Figure 1. Met3 routing (run 1).
Drawn at 3 px/micron.
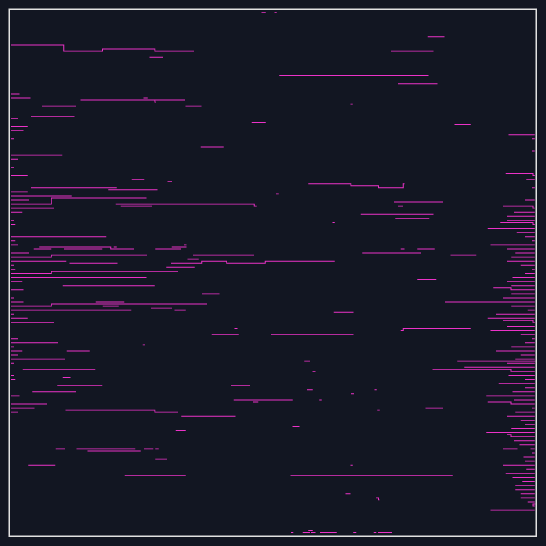
Figure 2. Cell sizes after repair (run 1).
Drawn at 3 px/micron.
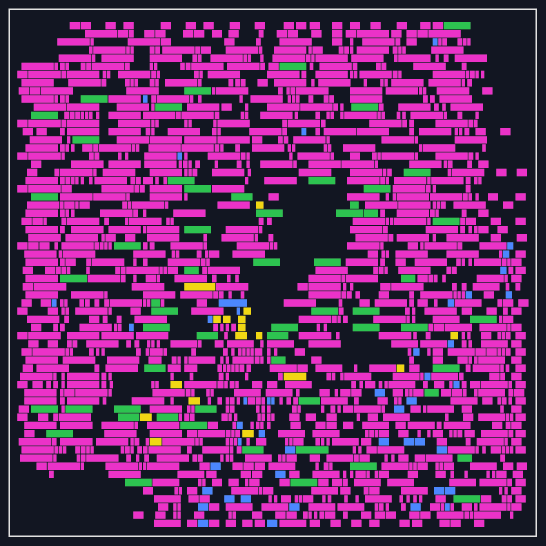
Figure 3. Sequential cells grouped by signal name (run 1).
Drawn at 2 px/micron. Other sequential cells in the stronger grey, the rest of the logic in the fainter grey.
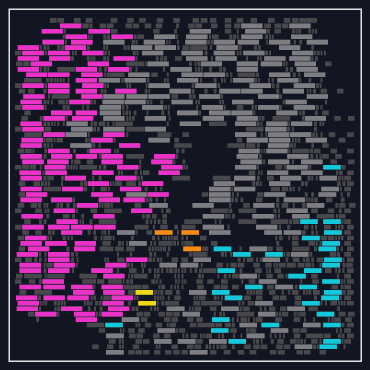
Figure 4. Wire density map (run 1).
Drawn at 2 px/micron. The die is cut into 35 by 35 equal tiles; black is low, pale yellow is high, scaled to the fullest tile. Values are wire area over tile area, all layers added.
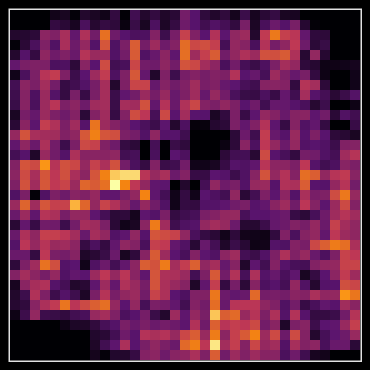
==> src/rtl/audio_stream_sched.sv <==
// audio_stream_sched: sample scheduler between CPU capture/playback registers and the codec FIFOs.
// Define AUDIO_SCHED_LOOPBACK_EN to build mode 11 as capture-to-speaker loopback; otherwise 11 acts as idle.
module audio_stream_sched #(
  parameter int DEPTH = 4
) (
  input  logic                   clk,
  input  logic                   rst,
  input  logic [1:0]             mode,
  input  logic                   aud_in_av,
  input  logic [31:0]            codec_left_in,
  input  logic [31:0]            codec_right_in,
  output logic                   rd_En,
  input  logic                   aud_out_allowed,
  output logic                   wr_En,
  output logic [31:0]            codec_left_out,
  output logic [31:0]            codec_right_out,
  input  logic                   cap_rd,
  output logic                   cap_valid,
  output logic [31:0]            cap_left,
  output logic [31:0]            cap_right,
  output logic [$clog2(DEPTH):0] cap_count,
  output logic                   cap_ovf,
  input  logic                   cap_ovf_clr,
  input  logic                   play_wr,
  input  logic [31:0]            play_left,
  input  logic [31:0]            play_right,
  output logic                   play_busy,
  output logic [1:0]             dbg_state
);

  localparam int AW = $clog2(DEPTH);
  localparam int CW = AW + 1;
  localparam logic [1:0] MODE_CAP  = 2'b01;
  localparam logic [1:0] MODE_PLAY = 2'b10;
`ifdef AUDIO_SCHED_LOOPBACK_EN
  localparam logic [1:0] MODE_LOOP = 2'b11;
`endif

  typedef enum logic [1:0] {
    S_IDLE  = 2'd0,
    S_FLUSH = 2'd1,
    S_RUN   = 2'd2
  } state_e;

  state_e          state_q;
  logic [1:0]      run_mode_q;
  logic            mode_active;
  logic            clear_all;
  logic            run_cap;
  logic            run_play;
  logic            run_loop;

  logic [31:0]     fifo_l_q [DEPTH];
  logic [31:0]     fifo_r_q [DEPTH];
  logic [AW-1:0]   wr_ptr_q, wr_ptr_d;
  logic [AW-1:0]   rd_ptr_q, rd_ptr_d;
  logic [CW-1:0]   count_q, count_d;
  logic            fifo_full;
  logic            cap_pop;
  logic            cap_push;
  logic            push_ok;
  logic            ovf_set;
  logic            ovf_q;

  logic            hold_valid_q;
  logic [31:0]     hold_l_q;
  logic [31:0]     hold_r_q;
  logic            play_load;
  logic            loop_load;

  always_comb begin
    mode_active = (mode == MODE_CAP) || (mode == MODE_PLAY);
`ifdef AUDIO_SCHED_LOOPBACK_EN
    mode_active = mode_active || (mode == MODE_LOOP);
`endif
  end

  assign run_cap  = (state_q == S_RUN) && (run_mode_q == MODE_CAP);
  assign run_play = (state_q == S_RUN) && (run_mode_q == MODE_PLAY);
`ifdef AUDIO_SCHED_LOOPBACK_EN
  assign run_loop = (state_q == S_RUN) && (run_mode_q == MODE_LOOP);
`else
  assign run_loop = 1'b0;
`endif

  // Asserted on every edge whose next state is IDLE, so the IDLE cycle already shows an empty FIFO.
  assign clear_all = (state_q == S_IDLE)
                   || ((state_q == S_FLUSH) && !mode_active)
                   || ((state_q == S_RUN) && (mode != run_mode_q));

  always_ff @(posedge clk or negedge rst) begin
    if (!rst) begin
      state_q    <= S_IDLE;
      run_mode_q <= 2'b00;
    end else begin
      case (state_q)
        S_IDLE: begin
          if (mode_active) state_q <= S_FLUSH;
        end
        S_FLUSH: begin
          if (!mode_active) begin
            state_q <= S_IDLE;
          end else if (!aud_in_av) begin
            state_q    <= S_RUN;
            run_mode_q <= mode;
          end
        end
        S_RUN: begin
          if (mode != run_mode_q) state_q <= S_IDLE;
        end
        default: state_q <= S_IDLE;
      endcase
    end
  end

  // Codec handshakes: rd_En pops the codec input head and wr_En pushes the holding register,
  // each only while the codec qualifies it (aud_in_av / aud_out_allowed) in that same cycle.
  assign rd_En = aud_in_av && ((state_q == S_FLUSH) || run_cap || (run_loop && !hold_valid_q));
  assign wr_En = hold_valid_q && aud_out_allowed && (run_play || run_loop);

  assign fifo_full = (count_q == CW'(DEPTH));
  assign cap_pop   = cap_rd && (count_q != '0) && (state_q != S_IDLE);
  assign cap_push  = run_cap && aud_in_av;
  assign push_ok   = cap_push && (!fifo_full || cap_pop);
  assign ovf_set   = cap_push && fifo_full && !cap_pop;

  always_comb begin
    wr_ptr_d = wr_ptr_q;
    rd_ptr_d = rd_ptr_q;
    count_d  = count_q;
    if (clear_all) begin
      wr_ptr_d = '0;
      rd_ptr_d = '0;
      count_d  = '0;
    end else begin
      if (cap_pop) rd_ptr_d = rd_ptr_q + AW'(1);
      if (push_ok) wr_ptr_d = wr_ptr_q + AW'(1);
      if (push_ok && !cap_pop) begin
        count_d = count_q + CW'(1);
      end else if (!push_ok && cap_pop) begin
        count_d = count_q - CW'(1);
      end
    end
  end

  always_ff @(posedge clk or negedge rst) begin
    if (!rst) begin
      wr_ptr_q <= '0;
      rd_ptr_q <= '0;
      count_q  <= '0;
    end else begin
      wr_ptr_q <= wr_ptr_d;
      rd_ptr_q <= rd_ptr_d;
      count_q  <= count_d;
    end
  end

  always_ff @(posedge clk) begin
    if (push_ok) begin
      fifo_l_q[wr_ptr_q] <= codec_left_in;
      fifo_r_q[wr_ptr_q] <= codec_right_in;
    end
  end

  always_ff @(posedge clk or negedge rst) begin
    if (!rst) begin
      ovf_q <= 1'b0;
    end else if (cap_ovf_clr) begin
      ovf_q <= 1'b0;
    end else if (ovf_set) begin
      ovf_q <= 1'b1;
    end
  end

  assign play_load = run_play && play_wr && !hold_valid_q;
  assign loop_load = run_loop && aud_in_av && !hold_valid_q;

  always_ff @(posedge clk or negedge rst) begin
    if (!rst) begin
      hold_valid_q <= 1'b0;
      hold_l_q     <= '0;
      hold_r_q     <= '0;
    end else if (clear_all) begin
      hold_valid_q <= 1'b0;
      hold_l_q     <= '0;
      hold_r_q     <= '0;
    end else begin
      if (wr_En) hold_valid_q <= 1'b0;
      if (play_load) begin
        hold_valid_q <= 1'b1;
        hold_l_q     <= play_left;
        hold_r_q     <= play_right;
      end else if (loop_load) begin
        hold_valid_q <= 1'b1;
        hold_l_q     <= codec_left_in;
        hold_r_q     <= codec_right_in;
      end
    end
  end

  assign cap_valid       = (count_q != '0);
  assign cap_left        = cap_valid ? fifo_l_q[rd_ptr_q] : '0;
  assign cap_right       = cap_valid ? fifo_r_q[rd_ptr_q] : '0;
  assign cap_count       = count_q;
  assign cap_ovf         = ovf_q;
  assign codec_left_out  = hold_l_q;
  assign codec_right_out = hold_r_q;
  assign play_busy       = !run_play || hold_valid_q;
  assign dbg_state       = state_q;

endmodule

==> config.mk <==
export PLATFORM = sky130hd
export DESIGN_NAME = audio_stream_sched
export DESIGN_NICKNAME = d
export VERILOG_FILES = /design/src/rtl/audio_stream_sched.sv
export SDC_FILE = /design/constraint.sdc
export NUM_CORES = 1
export LEC_CHECK = 0
export ABC_AREA = 1
export CORE_MARGIN = 2
export CORE_UTILIZATION = 46
export DETAILED_ROUTE_END_ITERATION = 10
export PLACE_DENSITY_LB_ADDON = 0.2
export SETUP_SLACK_MARGIN = 0.5
export SLEW_MARGIN = 20
export SYNTH_ARGS = -nofsm -noshare
export SYNTH_HDL_FRONTEND = slang
export SYNTH_SLANG_ARGS = --single-unit
==> constraint.sdc <==
create_clock -name clk -period 4.1 [get_ports clk]
set_clock_uncertainty 0.1 [all_clocks]
set_input_delay 0.41 -clock clk [delete_from_list [all_inputs] [get_ports clk]]
set_output_delay 0.41 -clock clk [all_outputs]
set_load 0.02 [all_outputs]
==> flow_summary.toml, run 1 <==
# generated from flow reports
[worst_setup_path]
critPathMaxFanout = 84
worstSetupEndpoint = "cap_left[0]"
crit_family = "buffers and inverters"
rr_startpoint = "cap_count[1]"
crit_path_end_kind = "primary output"
crit_chain = "clkinv_2 -> buf_4 -> o21ai_0 -> a21oi_1 -> clkdlybuf4s50_1"
r2r-end = "fifo_l_q[3][25]"
required_ps = 3590

[pwr]
seq-power_mw = 3.69
sw_frac_of_total_pct = 21.2
combPwrFrac_pct = 6.5
power_leader = "registers"
pg_comb_mw = 0.478

[final_layout]
reg.largest.list = "fifo_l_q (128), fifo_r_q (128)"
nets = 1556
layout_top_cell = "clkdlybuf4s50_1"
lay_top_cells = "clkdlybuf4s50_1 (273), nor2_1 (269), edfxtp_1 (256), nand2_1 (151), o21ai_0 (132)"

[yosys]
top_area_cell = "edfxtp_1"
ys_warn_count = 0
xor_share_pct = 0.0650
ys_sh_adder_pct = 0.520
synthSimpleGateAreaFrac_pct = 16.7
netlist_instances = 1157
synth-seq-area-share_pct = 71.3
yosys_area_sq_um = 13500
postSynthAreaPerCell_sq_um = 11.7
mux_area_share_pct = 0
compound_area_share_pct = 7.64

[floorplanning]
fp_util_pct = 46.8
dieArea_sq_um = 30700
die-width_microns = 175
rows = 62

[clocking]
cts_root_buf = "clkbuf_16"
cts_resized = 0
postCtsSetupRepairBufs = 0
ctsHoldBuffers = 1
clk_path_buf_depth = 3

[final_timing]
fmax_mhz = 301
period_used_pct = 80.9
rsz0062_at_grt = "false"
drv_slew = 0
setup_viol = 0
worst_pin_slew_ps = 936
relSlewSlack_pct = 37.2

[routing]
num_vias = 9414
firstDrtPassIters = 4
first_iter_violations = 689
drc = 0
top_layer_used = "met5"

[place]
dp_cells = 1759
dp_hpwl_mm = 18.8

[global_route]
grt_max_degree = 130
grt_pass1_wl_mm = 50.8
grtUsageTotal_pct = 20.9
grtUsageMet3_pct = 5.07
grt_pass1_vias = 9431

[run_status]
status = "finished, final reports clean"
About Figure 1:
share of all routed wire: 7.1%
nets with wire on the layer: 177
main direction: horizontal
longest straight run: 53.8 microns
wire length on this layer: 2,300 microns

About Figure 2:
legend:
  magenta:
    size: _0 and _1 cells
    cells: 1,321
  yellow:
    size: _3 and _4 cells
    cells: 17
  green:
    size: _6 and larger
    cells: 58
  blue:
    size: _2 cells
    cells: 46

About Figure 3:
legend:
  orange:
    name_in_the_netlist: cap_count
    sequential_cells: 3
  cyan:
    name_in_the_netlist: codec_right_out
    sequential_cells: 32
    where: bottom right
  yellow:
    name_in_the_netlist: dbg_state
    sequential_cells: 2
  magenta:
    name_in_the_netlist: fifo_r_q
    sequential_cells: 128
not coloured: 168

About Figure 4:
mean over tiles: 0.17
tiles over half the peak: 12%
fullest tile: 0.58
nearly empty tiles: 7.3%

run 1: area by class of cell:
cell class	count	area [sq um]	share of cell area, %
Sequential cell	333	9620	54.3
Clock buffer	53	1110	6.26
Clock inverter	13	96.3	0.544
Timing Repair Buffer	288	2920	16.5
Antenna cell	1	2.50	0.0141
Multi-Input combinational cell	730	3400	19.2
Inverter	25	97.6	0.551
Tap cell	384	480	2.71
run 1: metrics by stage:
step                      instance area, sq um  hold slack (ps)  util [%]  worst slack [ps]  total power [mW]
after CTS                                17700              305      61.6               764              7.46
after detailed placement                 16500              313      57.4              1330              4.24
after global placement                   16500              313      57.4              1320              4.23
after floorplan                          13500             14.4         -              -179              4.02
final                                    17700              301      61.6               781              7.38
after global routing                     17700              312      61.6               603              7.64
Figure 5. Clock wiring as the flow saved it (run 1).
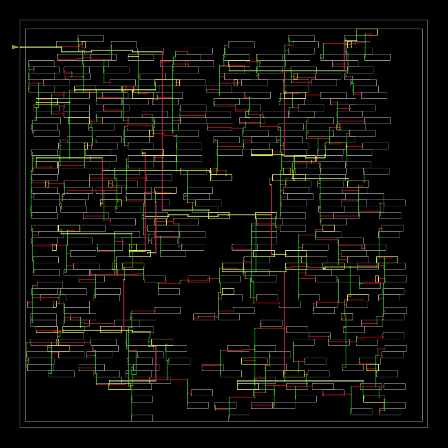

==> run 1 -> run 2 <==
==> constraint.sdc (replaced) <==
create_clock -name clk -period 3 [get_ports clk]
set_clock_uncertainty 0.1 [all_clocks]
set_input_delay 0.3 -clock clk [delete_from_list [all_inputs] [get_ports clk]]
set_output_delay 0.3 -clock clk [all_outputs]
set_load 0.02 [all_outputs]
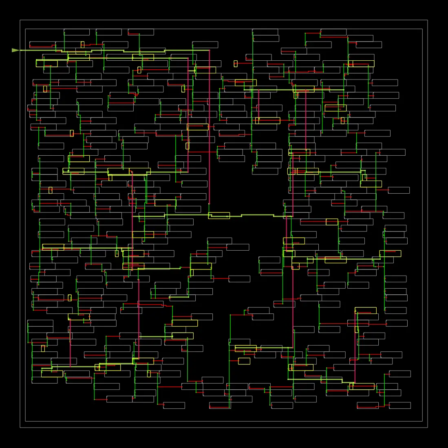
Figure 6: run 2, clock wiring as the flow saved it.
number of CTS-inserted buffers: 36
count of clock tree sinks: 333

==> run 2 against run 1 <==
Core utilization up 0.93 points; register-to-register slack got worse by 980 ps; wire length rose by 7.7%; cell area rose by 1.5%; cell count is 1.2% higher; sequential share of layout area decreased by 0.80 points; count of clock-buffer cells in the layout fell by 2; synthesized area unchanged; global-route usage increased by 1.4 points; critical endpoint is now cap_right[24].
==> flow_summary.toml, run 2 <==
# generated from flow reports
[yosys]
flop_cell = "edfxtp_1"
xor_share_pct = 0.0650
edf_count = 256
compound_area_share_pct = 7.64
yosys_area_sq_um = 13500
postSynthAreaPerCell_sq_um = 11.7
async_reset_ff_share_pct = 23.1
synth-seq-area-share_pct = 71.3
yosysUniqueCellTypes = 33
synthSimpleGateAreaFrac_pct = 16.7
ys_cells = 1157
netlist_instances = 1157
top_cell_area_share_pct = 57.0
ys_sh_adder_pct = 0.520
mux_area_share_pct = 0
ys_warn_count = 0
top_area_cell = "edfxtp_1"
synth_nets = 1299

[pwr]
seqPwrFrac_pct = 51.1
seq-power_mw = 5.05
pg_clk_mw = 4.13
power_leader = "registers"
power-per-cell-area_nw_per_um2 = 548
combPwrFrac_pct = 7.0
sw_frac_of_total_pct = 21.6
power.internal_mw = 7.73
pg_comb_mw = 0.694
power.net_switching_mw = 2.13

[global_route]
grtUsageMet3_pct = 4.05
grt_pass1_vias = 9449
top_usage_layer = "met2"
grtUsageTotal_pct = 22.3
grt_max_degree = 66
grt_pass1_wl_mm = 53.3

[worst_setup_path]
arrival_ps = 2110
rr_startpoint = "dbg_state[1]"
required_ps = 2600
worstSetupEndpoint = "cap_right[24]"
crit_path_end_kind = "primary output"
critPathSlowestCell = "dfrtp_4"
critPathMaxFanout = 30
crit_family = "buffers and inverters"
crit_chain = "clkinv_4 -> bufbuf_16 -> o21ai_0 -> a21oi_1 -> clkdlybuf4s15_2"
r2r-end = "cap_count[2]"
r2r_cells = 12

[final_timing]
finalCriticalPeriod_ps = 2510
fmax_mhz = 399
relSlewSlack_pct = 48.4
period_used_pct = 83.6
setup_viol = 0
rsz0062_at_grt = "true"
drv_slew = 0
worst_pin_slew_ps = 774
setup-tns-final_ps = 0

[floorplanning]
ios = 275
core_area_sq_um = 28800
die-width_microns = 175
dieArea_sq_um = 30700
fp_util_pct = 46.8
rows = 62

[clocking]
ctsHoldBuffers = 1
cts_tree = "built"
postCtsSetupRepairBufs = 2
cts_resized = 216
cts_root_buf = "clkbuf_16"
clk_path_buf_depth = 3

[routing]
first_iter_violations = 799
num_vias = 9494
firstDrtPassIters = 4
top_layer_used = "met5"
drc = 0
avgRoutedWirePerCell_microns = 18.9
dr_wl_met2_mm = 17.4
drt-met1-wl_mm = 14.5

[final_layout]
seq_area_sq_um = 9620
n_antenna_cell = 0
design_area_sq_um = 18000
lay_top_cells = "nor2_1 (268), edfxtp_1 (256), clkdlybuf4s50_1 (207), nand2_1 (151), o21ai_0 (129)"
layout_top_cell = "nor2_1"
reg.largest.list = "fifo_l_q (128), fifo_r_q (128)"
logic_area_sq_um = 3440
nets = 1579
drive_gt1_share_pct = 14.1
layout-area-overhead-vs-synth_pct = 33.4
nFillCells = 2256

[place]
dp_hpwl_mm = 20.1
placed_cell_area_sq_um = 16700
dp_cells = 1771

[run_status]
status = "finished, final reports clean"

[worst_hold_path]
min-delay-start = "cap_ovf_clr"
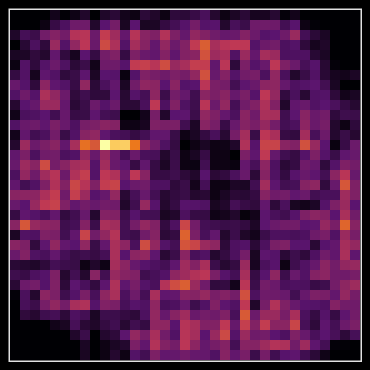
Figure 7: run 2, wire density map.
Drawn at 2 px/micron. The die is cut into 35 by 35 equal tiles; black is low, pale yellow is high, scaled to the fullest tile. Values are wire area over tile area, all layers added.
mean over tiles: 0.18
tiles over half the peak: 4.3%
densest ninth of the die: left middle
nearly empty tiles: 6.3%

## run 2: area by class of cell
cell class | instances | area share (%)
Clock buffer | 51 | 5.61
Clock inverter | 15 | 0.536
Inverter | 25 | 0.598
Multi-Input combinational cell | 730 | 19.1
Sequential cell | 333 | 53.5
Tap cell | 384 | 2.67
Timing Repair Buffer | 311 | 18.0
## run 2: stage by stage
step                hold slack (ps)  power, mW  worst slack, ps  util [%]
floorplan                     -95.6       5.50              534         -
global route                    213       10.2              405      62.5
detailed placement              317       5.83              487      58.1
CTS                             200       9.95              449      62.5
global placement                330       5.82              503      58.1
finish                          218       9.87              491      62.5
Power is estimated from default activity; no workload was simulated.
